==> config.mk <==
export PLATFORM = sky130hd
export DESIGN_NAME = mips_muldiv
export DESIGN_NICKNAME = d
export VERILOG_FILES = /design/src/rtl/mips_muldiv.sv
export SDC_FILE = /design/constraint.sdc
export NUM_CORES = 1
export LEC_CHECK = 0
export ABC_CLOCK_PERIOD_IN_PS = 6760
export CAP_MARGIN = 10
export CORE_MARGIN = 2
export CORE_UTILIZATION = 30
export CTS_BUF_LIST = sky130_fd_sc_hd__clkbuf_4
export CTS_CLUSTER_SIZE = 10
export DETAILED_ROUTE_END_ITERATION = 10
export GPL_TIMING_DRIVEN = 0
export PLACE_DENSITY = 0.51
export SYNTH_ARGS = -nofsm -noshare
export SYNTH_HDL_FRONTEND = slang
export SYNTH_SLANG_ARGS = --single-unit
==> constraint.sdc <==
create_clock -name clk -period 6.76 [get_ports clk]
set_input_delay 1.352 -clock clk [delete_from_list [all_inputs] [get_ports clk]]
set_output_delay 1.352 -clock clk [all_outputs]
set_load 0.1 [all_outputs]
==> src/rtl/mips_muldiv.sv <==
// -----------------------------------------------------------------------------
// mips_muldiv
//   Iterative multiply/divide unit holding the architectural HI/LO registers.
//   MULT/MULTU use shift-add (one multiplier bit per cycle), DIV/DIVU use
//   restoring division (one quotient bit per cycle). Signed operations work on
//   magnitudes and apply a two's-complement fixup in a final FIX cycle.
//   MTHI/MTLO write HI/LO directly in a single cycle without going busy.
//
// Ports
//   clk          rising-edge clock
//   reset        synchronous, active-high reset
//   start        issue request (ignored while busy)
//   op           0 MULTU, 1 MULT, 2 DIVU, 3 DIV, 4 MTHI, 5 MTLO, 6/7 no-op
//   a            rs operand: multiplicand / dividend / MTHI-MTLO source
//   b            rt operand: multiplier / divisor
//   busy         iterative operation in flight
//   done         one-cycle pulse, HI/LO just updated
//   hi, lo       architectural HI and LO registers
//   div_by_zero  valid with done: completed DIV/DIVU had b == 0
// -----------------------------------------------------------------------------
module mips_muldiv #(
  parameter int WIDTH = 32
) (
  input  logic             clk,
  input  logic             reset,
  input  logic             start,
  input  logic [2:0]       op,
  input  logic [WIDTH-1:0] a,
  input  logic [WIDTH-1:0] b,
  output logic             busy,
  output logic             done,
  output logic [WIDTH-1:0] hi,
  output logic [WIDTH-1:0] lo,
  output logic             div_by_zero
);

  localparam int            CW       = $clog2(WIDTH + 1);
  localparam logic [CW-1:0] CNT_INIT = CW'(WIDTH);
  localparam logic [CW-1:0] CNT_LAST = CW'(1);

  localparam logic [WIDTH-1:0]   ONE_W  = WIDTH'(1);
  localparam logic [2*WIDTH-1:0] ONE_2W = (2*WIDTH)'(1);

  localparam logic [2:0] OP_MULTU = 3'd0;
  localparam logic [2:0] OP_MULT  = 3'd1;
  localparam logic [2:0] OP_DIVU  = 3'd2;
  localparam logic [2:0] OP_DIV   = 3'd3;
  localparam logic [2:0] OP_MTHI  = 3'd4;
  localparam logic [2:0] OP_MTLO  = 3'd5;

  typedef enum logic [1:0] {IDLE, MUL, DIV, FIX} state_t;

  state_t state, state_nxt;

  logic [CW-1:0] cnt;
  logic          accept_mul, accept_div, write_hi, write_lo;

  logic signed [WIDTH-1:0] a_s, b_s;
  logic                    a_neg, b_neg, is_signed, b_zero;

  // Iteration datapath
  logic [WIDTH-1:0]   mcand;   // multiplicand magnitude
  logic [2*WIDTH-1:0] acc;     // {partial product, remaining multiplier bits}
  logic [WIDTH-1:0]   dvsr;    // divisor magnitude
  logic [WIDTH:0]     rem;     // partial remainder
  logic [WIDTH-1:0]   quo;     // dividend bits shifting out, quotient bits in
  logic               neg_q, neg_r, is_div, dz;

  logic [WIDTH:0]     mul_sum;
  logic [2*WIDTH-1:0] mul_next;
  logic [WIDTH+1:0]   rem_sh, diff;
  logic               qbit;
  logic [WIDTH:0]     rem_next;
  logic [WIDTH-1:0]   quo_next;
  logic [2*WIDTH-1:0] prod;
  logic [WIDTH-1:0]   res_hi, res_lo;

  function automatic logic [WIDTH-1:0] neg_w(input logic [WIDTH-1:0] x);
    return ~x + ONE_W;
  endfunction

  function automatic logic [2*WIDTH-1:0] neg_2w(input logic [2*WIDTH-1:0] x);
    return ~x + ONE_2W;
  endfunction

  function automatic logic [WIDTH-1:0] mag_w(input logic signed [WIDTH-1:0] x,
                                             input logic take_abs);
    logic [WIDTH-1:0] ux;
    ux = x;
    return (take_abs && (x < 0)) ? neg_w(ux) : ux;
  endfunction

  assign a_s       = a;
  assign b_s       = b;
  assign a_neg     = (a_s < 0);
  assign b_neg     = (b_s < 0);
  assign is_signed = op[0];
  assign b_zero    = (b == '0);

  assign busy = (state != IDLE);

  always_ff @(posedge clk) begin
    if (reset) state <= IDLE;
    else       state <= state_nxt;
  end

  always_comb begin
    state_nxt  = state;
    accept_mul = 1'b0;
    accept_div = 1'b0;
    write_hi   = 1'b0;
    write_lo   = 1'b0;
    case (state)
      IDLE: begin
        if (start) begin
          case (op)
            OP_MULTU, OP_MULT: begin
              accept_mul = 1'b1;
              state_nxt  = MUL;
            end
            OP_DIVU, OP_DIV: begin
              accept_div = 1'b1;
              state_nxt  = DIV;
            end
            OP_MTHI: write_hi = 1'b1;
            OP_MTLO: write_lo = 1'b1;
            default: ;
          endcase
        end
      end
      MUL, DIV: if (cnt == CNT_LAST) state_nxt = FIX;
      FIX:      state_nxt = IDLE;
      default:  state_nxt = IDLE;
    endcase
  end

  // Shift-add step: add multiplicand when the current multiplier bit is set,
  // then shift the whole accumulator right keeping the adder carry.
  assign mul_sum  = {1'b0, acc[2*WIDTH-1:WIDTH]} + {1'b0, mcand};
  assign mul_next = acc[0] ? {mul_sum, acc[WIDTH-1:1]} : {1'b0, acc[2*WIDTH-1:1]};

  // Restoring step: trial-subtract the divisor from the shifted remainder;
  // a non-negative difference yields a 1 quotient bit and is kept.
  assign rem_sh   = {rem, quo[WIDTH-1]};
  assign diff     = rem_sh - {2'b00, dvsr};
  assign qbit     = ~diff[WIDTH+1];
  assign rem_next = qbit ? diff[WIDTH:0] : rem_sh[WIDTH:0];
  assign quo_next = {quo[WIDTH-2:0], qbit};

  assign prod   = neg_q ? neg_2w(acc) : acc;
  assign res_hi = is_div ? (neg_r ? neg_w(rem[WIDTH-1:0]) : rem[WIDTH-1:0])
                         : prod[2*WIDTH-1:WIDTH];
  assign res_lo = is_div ? (neg_q ? neg_w(quo) : quo) : prod[WIDTH-1:0];

  // Operand latch and iteration registers
  always_ff @(posedge clk) begin
    if (accept_mul) begin
      mcand  <= mag_w(a_s, is_signed);
      acc    <= {{WIDTH{1'b0}}, mag_w(b_s, is_signed)};
      neg_q  <= is_signed & (a_neg ^ b_neg);
      neg_r  <= 1'b0;
      is_div <= 1'b0;
      dz     <= 1'b0;
    end else if (accept_div) begin
      rem    <= '0;
      dvsr   <= mag_w(b_s, is_signed);
      is_div <= 1'b1;
      if (b_zero) begin
        // Zero divisor: run the raw dividend so the remainder comes back as
        // the original a and the quotient as all ones, with no sign fixup.
        quo   <= a;
        neg_q <= 1'b0;
        neg_r <= 1'b0;
        dz    <= 1'b1;
      end else begin
        quo   <= mag_w(a_s, is_signed);
        neg_q <= is_signed & (a_neg ^ b_neg);
        neg_r <= is_signed & a_neg;
        dz    <= 1'b0;
      end
    end else if (state == MUL) begin
      acc <= mul_next;
    end else if (state == DIV) begin
      rem <= rem_next;
      quo <= quo_next;
    end
  end

  // Architectural outputs and iteration counter
  always_ff @(posedge clk) begin
    if (reset) begin
      cnt         <= '0;
      done        <= 1'b0;
      div_by_zero <= 1'b0;
      hi          <= '0;
      lo          <= '0;
    end else begin
      done <= 1'b0;
      if (accept_mul || accept_div)        cnt <= CNT_INIT;
      else if (state == MUL || state == DIV) cnt <= cnt - CNT_LAST;
      if (write_hi) begin
        hi          <= a;
        done        <= 1'b1;
        div_by_zero <= 1'b0;
      end
      if (write_lo) begin
        lo          <= a;
        done        <= 1'b1;
        div_by_zero <= 1'b0;
      end
      if (state == FIX) begin
        hi          <= res_hi;
        lo          <= res_lo;
        done        <= 1'b1;
        div_by_zero <= dz;
      end
    end
  end

endmodule

==> results.py <==
# Generated from Yosys and OpenROAD reports
metrics = {
    "timing": {
        "grt_setup_unrepaired": "no",
        "slew_headroom_pct": 27.2,
        "tightest_slew_ns": 1.09,
        "drv_slew": 0,
    },
    "clock_tree": {
        "cts.sinks": 271,
        "clkSlewWorstSetupHoldPaths_ns": 0.06,
        "clock_latency_ns": 0.85,
        "cts_buffer_depth": 3,
        "cts_tree": "yes",
    },
    "yosys": {
        "top_logic_kind": "AND-OR/OR-AND gates",
        "synthXorXnorAreaFrac_pct": 11.8,
        "synthTopCellsByArea": "edfxtp_1 25%, dfxtp_1 11%, xnor2_1 6.3%",
        "synth_flops": 271,
        "yosys-top-cells-count": "323 x nand2_1, 188 x nor2_1, 168 x o21ai_0, 162 x edfxtp_1, 139 x xnor2_1",
        "top_cell_area_share_pct": 25.4,
        "syn_inst": 2250,
        "ys.flop_type": "edfxtp_1",
        "synth-edff-count": 162,
        "syn_nets": 2398,
        "synth-area-yosys_sq_um": 19200,
    },
    "power": {
        "clkPwrFrac_pct": 16.6,
        "p_comb_share_pct": 51.9,
        "power_per_cell_area_nw_per_um2": 441,
    },
    "global_routing": {
        "use_met3_pct": 4.37,
    },
    "place": {
        "numPortBuffers": 120,
        "dpl.cell_count": 3222,
    },
    "critical_path": {
        "r2r_start": "acc[0]",
        "crit_family": "simple AND/OR/NAND/NOR gates",
    },
    "finish": {
        "comb_share_pct": 50.2,
        "top_register": "acc",
        "nNonClkInverters": 76,
        "clk_share_pct": 4.55,
        "seq_share_pct": 31.2,
        "nets": 2609,
        "seq_area_sq_um": 7050,
    },
    "routing": {
        "wl_met1_mm": 36.4,
        "vias": 19000,
        "drt_iter0_drc": 2251,
    },
    "run_status": {
        "status": "complete, no violations",
    },
    "min_path": {
        "hp-class": "reg2reg",
    },
}
congestion_map.png
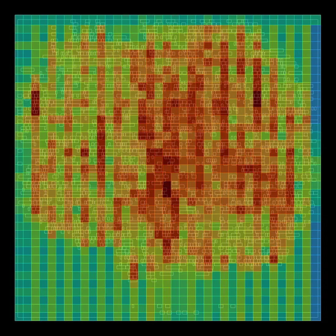
fin util: 35.8%
met1 Track Usage GR: 33.4%

m2.png
Scale bar: 100 microns.
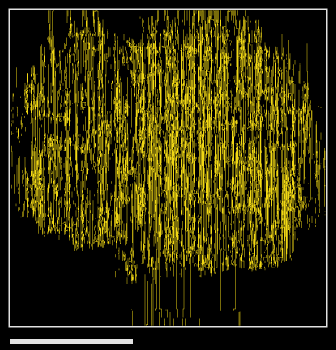
wire length on this layer: 37.6 mm
main direction: vertical
share of all routed wire: 45%

ff_map.png
Scale bar: 100 microns. Other sequential cells in the stronger gray, the rest of the logic in the fainter gray.
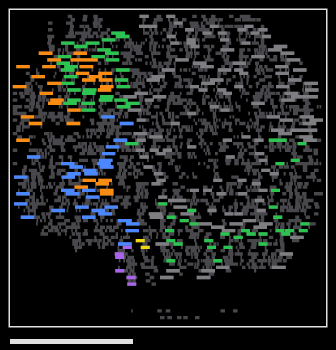
| color | signal | flops |
|---|---|---|
| purple | `cnt` | 6 |
| orange | `dvsr` | 32 |
| green | `acc` | 64 |
| blue | `rem` | 33 |
| yellow | `state` | 2 |
not colored: 134

Power figures rest on the tool's default switching activity, not on a simulated workload.
